--- src/rtl/cu_pkg.sv ---
// cu_pkg: shared encodings for the pipelined control unit (ops, condition codes,
// ALU control constants, flag bit positions, stage control bundles).
package cu_pkg;
  typedef enum logic [1:0] {
    OP_DP   = 2'b00,
    OP_MEM  = 2'b01,
    OP_BR   = 2'b10,
    OP_NONE = 2'b11
  } op_e;
  typedef enum logic [3:0] {
    C_EQ, C_NE, C_CS, C_CC, C_MI, C_PL, C_VS, C_VC,
    C_HI, C_LS, C_GE, C_LT, C_GT, C_LE, C_AL, C_NV
  } cond_e;
  localparam logic [3:0] ALU_AND = 4'b0000;
  localparam logic [3:0] ALU_SUB = 4'b0010;
  localparam logic [3:0] ALU_ADD = 4'b0100;
  localparam logic [3:0] ALU_CMP = 4'b1010;
  localparam int FN = 3;
  localparam int FZ = 2;
  localparam int FC = 1;
  localparam int FV = 0;
  typedef struct packed {
    logic       reg_w;
    logic       mem_w;
    logic       mem2reg;
    logic       branch;
    logic       pcs;
    logic [1:0] flag_w;
  } ctrl_t;
  typedef struct packed {
    logic reg_w;
    logic mem2reg;
    logic pcs;
  } wb_t;
endpackage

--- src/rtl/cu_cond_check.sv ---
// cu_cond_check: combinational ARM condition-code evaluation against {N,Z,C,V}.
module cu_cond_check
  import cu_pkg::*;
#(
  parameter int FLAG_W = 4
) (
  input  logic [3:0]        cond,
  input  logic [FLAG_W-1:0] flags,
  output logic              condEx
);
  logic n, z, c, v;
  assign n = flags[FN];
  assign z = flags[FZ];
  assign c = flags[FC];
  assign v = flags[FV];
  always_comb begin
    condEx = 1'b0;
    case (cond_e'(cond))
      C_EQ:    condEx = z;
      C_NE:    condEx = ~z;
      C_CS:    condEx = c;
      C_CC:    condEx = ~c;
      C_MI:    condEx = n;
      C_PL:    condEx = ~n;
      C_VS:    condEx = v;
      C_VC:    condEx = ~v;
      C_HI:    condEx = c & ~z;
      C_LS:    condEx = ~c | z;
      C_GE:    condEx = n == v;
      C_LT:    condEx = n != v;
      C_GT:    condEx = ~z & (n == v);
      C_LE:    condEx = z | (n != v);
      C_AL:    condEx = 1'b1;
      default: condEx = 1'b0;
    endcase
  end
endmodule

--- src/rtl/pipe_control_unit.sv ---
// pipe_control_unit: D-stage decode with E/M/W control pipeline and flag register.
// Optional retired/squashed counters are built when CU_PERF_CNT_EN is defined.
module pipe_control_unit
  import cu_pkg::*;
#(
  parameter int ALUCTL_W = 4,
  parameter int FLAG_W   = 4
) (
  input  logic                clk,
  input  logic                rst,
  input  logic [1:0]          opD,
  input  logic [3:0]          cmdD,
  input  logic [1:0]          indD,
  input  logic [3:0]          condD,
  input  logic [3:0]          rdD,
  input  logic                flushE,
  input  logic [FLAG_W-1:0]   aluFlagsE,
  output logic [1:0]          immSrcD,
  output logic [1:0]          regSrcD,
  output logic [ALUCTL_W-1:0] aluControlE,
  output logic                aluSrcE,
  output logic                branchTakenE,
  output logic                memWriteM,
  output logic                regWriteW,
  output logic                memtoRegW,
  output logic                pcSrcW,
  output logic [FLAG_W-1:0]   flagsQ
`ifdef CU_PERF_CNT_EN
  ,
  output logic [31:0]         retiredQ,
  output logic [31:0]         squashedQ
`endif
);
  ctrl_t               dec, e_d, e_q;
  logic [ALUCTL_W-1:0] alu_ctl_d, alu_ctl_q;
  logic                alu_src_d, alu_src_q;
  logic [3:0]          cond_q;
  logic                cond_ex;
  logic                mem_w_m_d, mem_w_m_q;
  wb_t                 wb_m_d, wb_m_q, wb_w_q;
  logic [FLAG_W-1:0]   flags_d, flags_q;
  always_comb begin
    dec       = '0;
    immSrcD   = 2'b00;
    alu_src_d = 1'b0;
    alu_ctl_d = '0;
    case (op_e'(opD))
      OP_DP: begin
        alu_ctl_d  = ALUCTL_W'(cmdD);
        alu_src_d  = indD[1];
        dec.reg_w  = cmdD != ALU_CMP;
        dec.flag_w = (indD[0] | (cmdD == ALU_CMP)) ?
                     ((cmdD == ALU_ADD || cmdD == ALU_SUB || cmdD == ALU_CMP) ? 2'b11 : 2'b10) : 2'b00;
      end
      OP_MEM: begin
        immSrcD     = 2'b01;
        alu_src_d   = 1'b1;
        alu_ctl_d   = ALUCTL_W'(ALU_ADD);
        dec.mem_w   = ~indD[0];
        dec.reg_w   = indD[0];
        dec.mem2reg = indD[0];
      end
      OP_BR: begin
        immSrcD    = 2'b10;
        alu_src_d  = 1'b1;
        alu_ctl_d  = ALUCTL_W'(ALU_ADD);
        dec.branch = 1'b1;
      end
      default: ;
    endcase
    dec.pcs = dec.branch | (dec.reg_w & (rdD == 4'hF));
    e_d     = flushE ? '0 : dec;
  end
  assign regSrcD = {opD == OP_MEM, opD == OP_BR};
  cu_cond_check #(.FLAG_W(FLAG_W)) u_cond (
    .cond   (cond_q),
    .flags  (flags_q),
    .condEx (cond_ex)
  );
  // Flags written here are visible to the very next E-stage instruction.
  always_comb begin
    mem_w_m_d      = e_q.mem_w & cond_ex;
    wb_m_d.reg_w   = e_q.reg_w & cond_ex;
    wb_m_d.mem2reg = e_q.mem2reg & cond_ex;
    wb_m_d.pcs     = e_q.pcs & cond_ex;
    flags_d        = flags_q;
    if (e_q.flag_w[1] & cond_ex) {flags_d[FN], flags_d[FZ]} = {aluFlagsE[FN], aluFlagsE[FZ]};
    if (e_q.flag_w[0] & cond_ex) {flags_d[FC], flags_d[FV]} = {aluFlagsE[FC], aluFlagsE[FV]};
  end
  always_ff @(posedge clk) begin
    if (!rst) begin
      e_q       <= '0;
      alu_ctl_q <= '0;
      alu_src_q <= 1'b0;
      cond_q    <= '0;
      mem_w_m_q <= 1'b0;
      wb_m_q    <= '0;
      wb_w_q    <= '0;
      flags_q   <= '0;
    end else begin
      e_q       <= e_d;
      alu_ctl_q <= alu_ctl_d;
      alu_src_q <= alu_src_d;
      cond_q    <= condD;
      mem_w_m_q <= mem_w_m_d;
      wb_m_q    <= wb_m_d;
      wb_w_q    <= wb_m_q;
      flags_q   <= flags_d;
    end
  end
  assign aluControlE  = alu_ctl_q;
  assign aluSrcE      = alu_src_q;
  assign branchTakenE = e_q.branch & cond_ex;
  assign memWriteM    = mem_w_m_q;
  assign regWriteW    = wb_w_q.reg_w;
  assign memtoRegW    = wb_w_q.mem2reg;
  assign pcSrcW       = wb_w_q.pcs;
  assign flagsQ       = flags_q;
`ifdef CU_PERF_CNT_EN
  logic        valid_e_d, valid_e_q, valid_m_q, valid_w_q;
  logic [31:0] retired_d, retired_q, squashed_d, squashed_q;
  always_comb begin
    valid_e_d  = ~flushE;
    retired_d  = retired_q + {31'b0, valid_w_q};
    squashed_d = squashed_q + {31'b0, valid_e_q & ~cond_ex};
  end
  always_ff @(posedge clk) begin
    if (!rst) begin
      valid_e_q  <= 1'b0;
      valid_m_q  <= 1'b0;
      valid_w_q  <= 1'b0;
      retired_q  <= '0;
      squashed_q <= '0;
    end else begin
      valid_e_q  <= valid_e_d;
      valid_m_q  <= valid_e_q;
      valid_w_q  <= valid_m_q;
      retired_q  <= retired_d;
      squashed_q <= squashed_d;
    end
  end
  assign retiredQ  = retired_q;
  assign squashedQ = squashed_q;
`endif
endmodule

--- config.mk ---
export PLATFORM = sky130hd
export DESIGN_NAME = pipe_control_unit
export DESIGN_NICKNAME = d
export VERILOG_FILES = /design/src/rtl/cu_pkg.sv /design/src/rtl/cu_cond_check.sv /design/src/rtl/pipe_control_unit.sv
export SDC_FILE = /design/constraint.sdc
export NUM_CORES = 1
export LEC_CHECK = 0
export CAP_MARGIN = 20
export CELL_PAD_IN_SITES_DETAIL_PLACEMENT = 0
export CELL_PAD_IN_SITES_GLOBAL_PLACEMENT = 1
export CORE_MARGIN = 4
export CORE_UTILIZATION = 29
export DETAILED_ROUTE_END_ITERATION = 16
export PLACE_DENSITY_LB_ADDON = 0.12
export SLEW_MARGIN = 20
export SYNTH_ARGS = -nofsm -noshare
export SYNTH_HDL_FRONTEND = slang
export SYNTH_SLANG_ARGS = --single-unit
export TNS_END_PERCENT = 20
--- constraint.sdc ---
create_clock -name clk -period 2.2 [get_ports clk]
set_clock_uncertainty 0.1 [all_clocks]
set_input_delay 0.44 -clock clk [delete_from_list [all_inputs] [get_ports clk]]
set_output_delay 0.44 -clock clk [all_outputs]
set_load 0.05 [all_outputs]
Ports around the boundary:
Drawn at 6 px/um. Pins as bars across the die edge, other pins in grey.
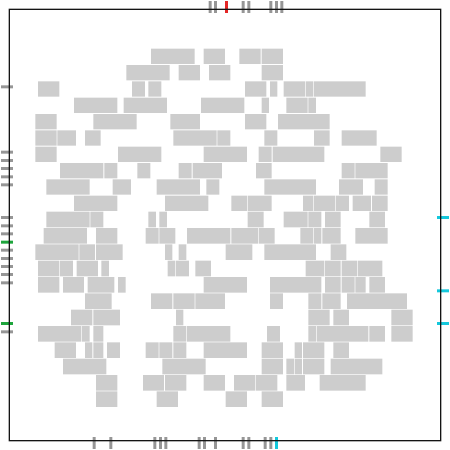
- `flagsQ`: cyan (pins 4; direction output; edge 3 right, 1 bottom)
- `indD`: green (pins 2; direction input; edge left)
- `regWriteW`: red (pins 1; direction output; edge top)
- all pins by edge: 17 left, 13 bottom, 8 top, 3 right

Cells by drive strength:
Drawn at 6 px/um.
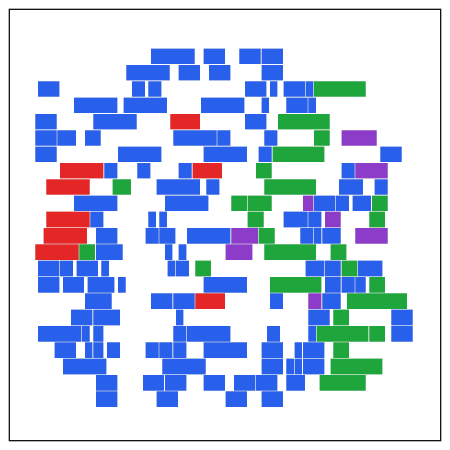
- _0 and _1 cells: blue (cells 126; share 75%)
- _3 and _4 cells: green (cells 27; share 16%)
- _6 and larger: red (cells 8; share 4.7%)
- _2 cells: purple (cells 8; share 4.7%)

==> run notes <==
impl run done, here's what came out: outcome finished with violations, violated checks setup timing, CP delay by family, top simple AND/OR/NAND/NOR gates, dpl ws -0.158 ns, total power 0.965 mW, Ports 41, DIE WIDTH around 72 um, CTS tree done, clock latency on the worst-skew pair 0.27 ns, Avg WL per Cell 12.7 um, Most common reg cell dfxtp_1, combinational share of cell area around 34%, routability cong. around 0.66, Buf/Inv on CP 2, Top Metal Used met4, DIE HEIGHT ~72 um, Setup Viol. Count Final 1, Crit. path cell count 6, Commonest cells post-synth 27 x dfxtp_1, 11 x nand2_1, 10 x and2_1, clock buf count 3, fin nets ~200, Worst slew margin 66.0%, final std cells w/o fill 217, Reg-to-Reg End flagsQ[1], cts hold-fix bufs 0, setup TNS -0.370 ns, power density cells 513 mW/mm2, flop share of the area 30.4%, RSZ-0062 raised after global routing true, CP max FO 5, final hold violation count 0, Simple-Gate Area Share 28.8%, WL met3 96 um, Inst Count DP 210, DRC 0, sequential cell count 27, count of non-CTS buffers in the layout 54, Final WS setup -0.370 ns, xor/xnor share of the synthesized area less than 1%, clock sinks 27, ClkCell Share 2.60%, Reg2Reg Depth 7, first-pass GRT wire length 4710 um, Flops after synth 27, crit path capture branchTakenE, critical path class reg2out, comb area leader simple AND/OR/NAND/NOR gates, IO buf count 40, chip footprint approximately 0.0051 mm2, Leak roughly 0.79 nW, Routed Antenna Nets 0, Root Driver clkbuf_8, fillers 356, CP Capture Type primary output, global-route usage over all layers approximately 12%, Gate Area 633 um2, vias in the first global route 1078, cell depth of the worst hold path 1, Nets at Floorplan roughly 150, mean post-synth cell area 9.96 um2, Slew Viols, Final 0, Cell Rows 22, largest net degree at the start of global routing 22, met3 Use GR 2.66%, Async S/R FF share, synth 0%, Diodes inserted 0, R2R Setup Slk about 0.15 ns, Max IR drop VDD between 0.2 and 0.3 mV, Max H-tree Level 1
==> layout by cell type, fill, tap and decap left out, types with 4 or more instances in the layout <==
cell type,n
and3_1,9
nor2_1,7
dfxtp_1,19
buf_12,5
buf_4,14
mux2i_1,7
and2_1,9
ha_1,4
dfxtp_4,8
clkdlybuf4s50_1,34
nand2_1,10
==> sequential cells by signal, indices dropped and copies added (netlist names) <==
register and flops:
regWriteW 1, e_q 7, memWriteM 1, pcSrcW 1, wb_m_q 3, aluSrcE 1, memtoRegW 1, aluControlE 4
flagsQ 4, cond_q 4
==> power by group <==
part | leakage [nW] | internal (mW) | switching (mW)
sequential | 0.225 | 0.494 | 0.0111
clock | 0.0217 | 0.129 | 0.158
combinational | 0.541 | 0.0941 | 0.0793
Power is estimated from default activity; no workload was simulated.
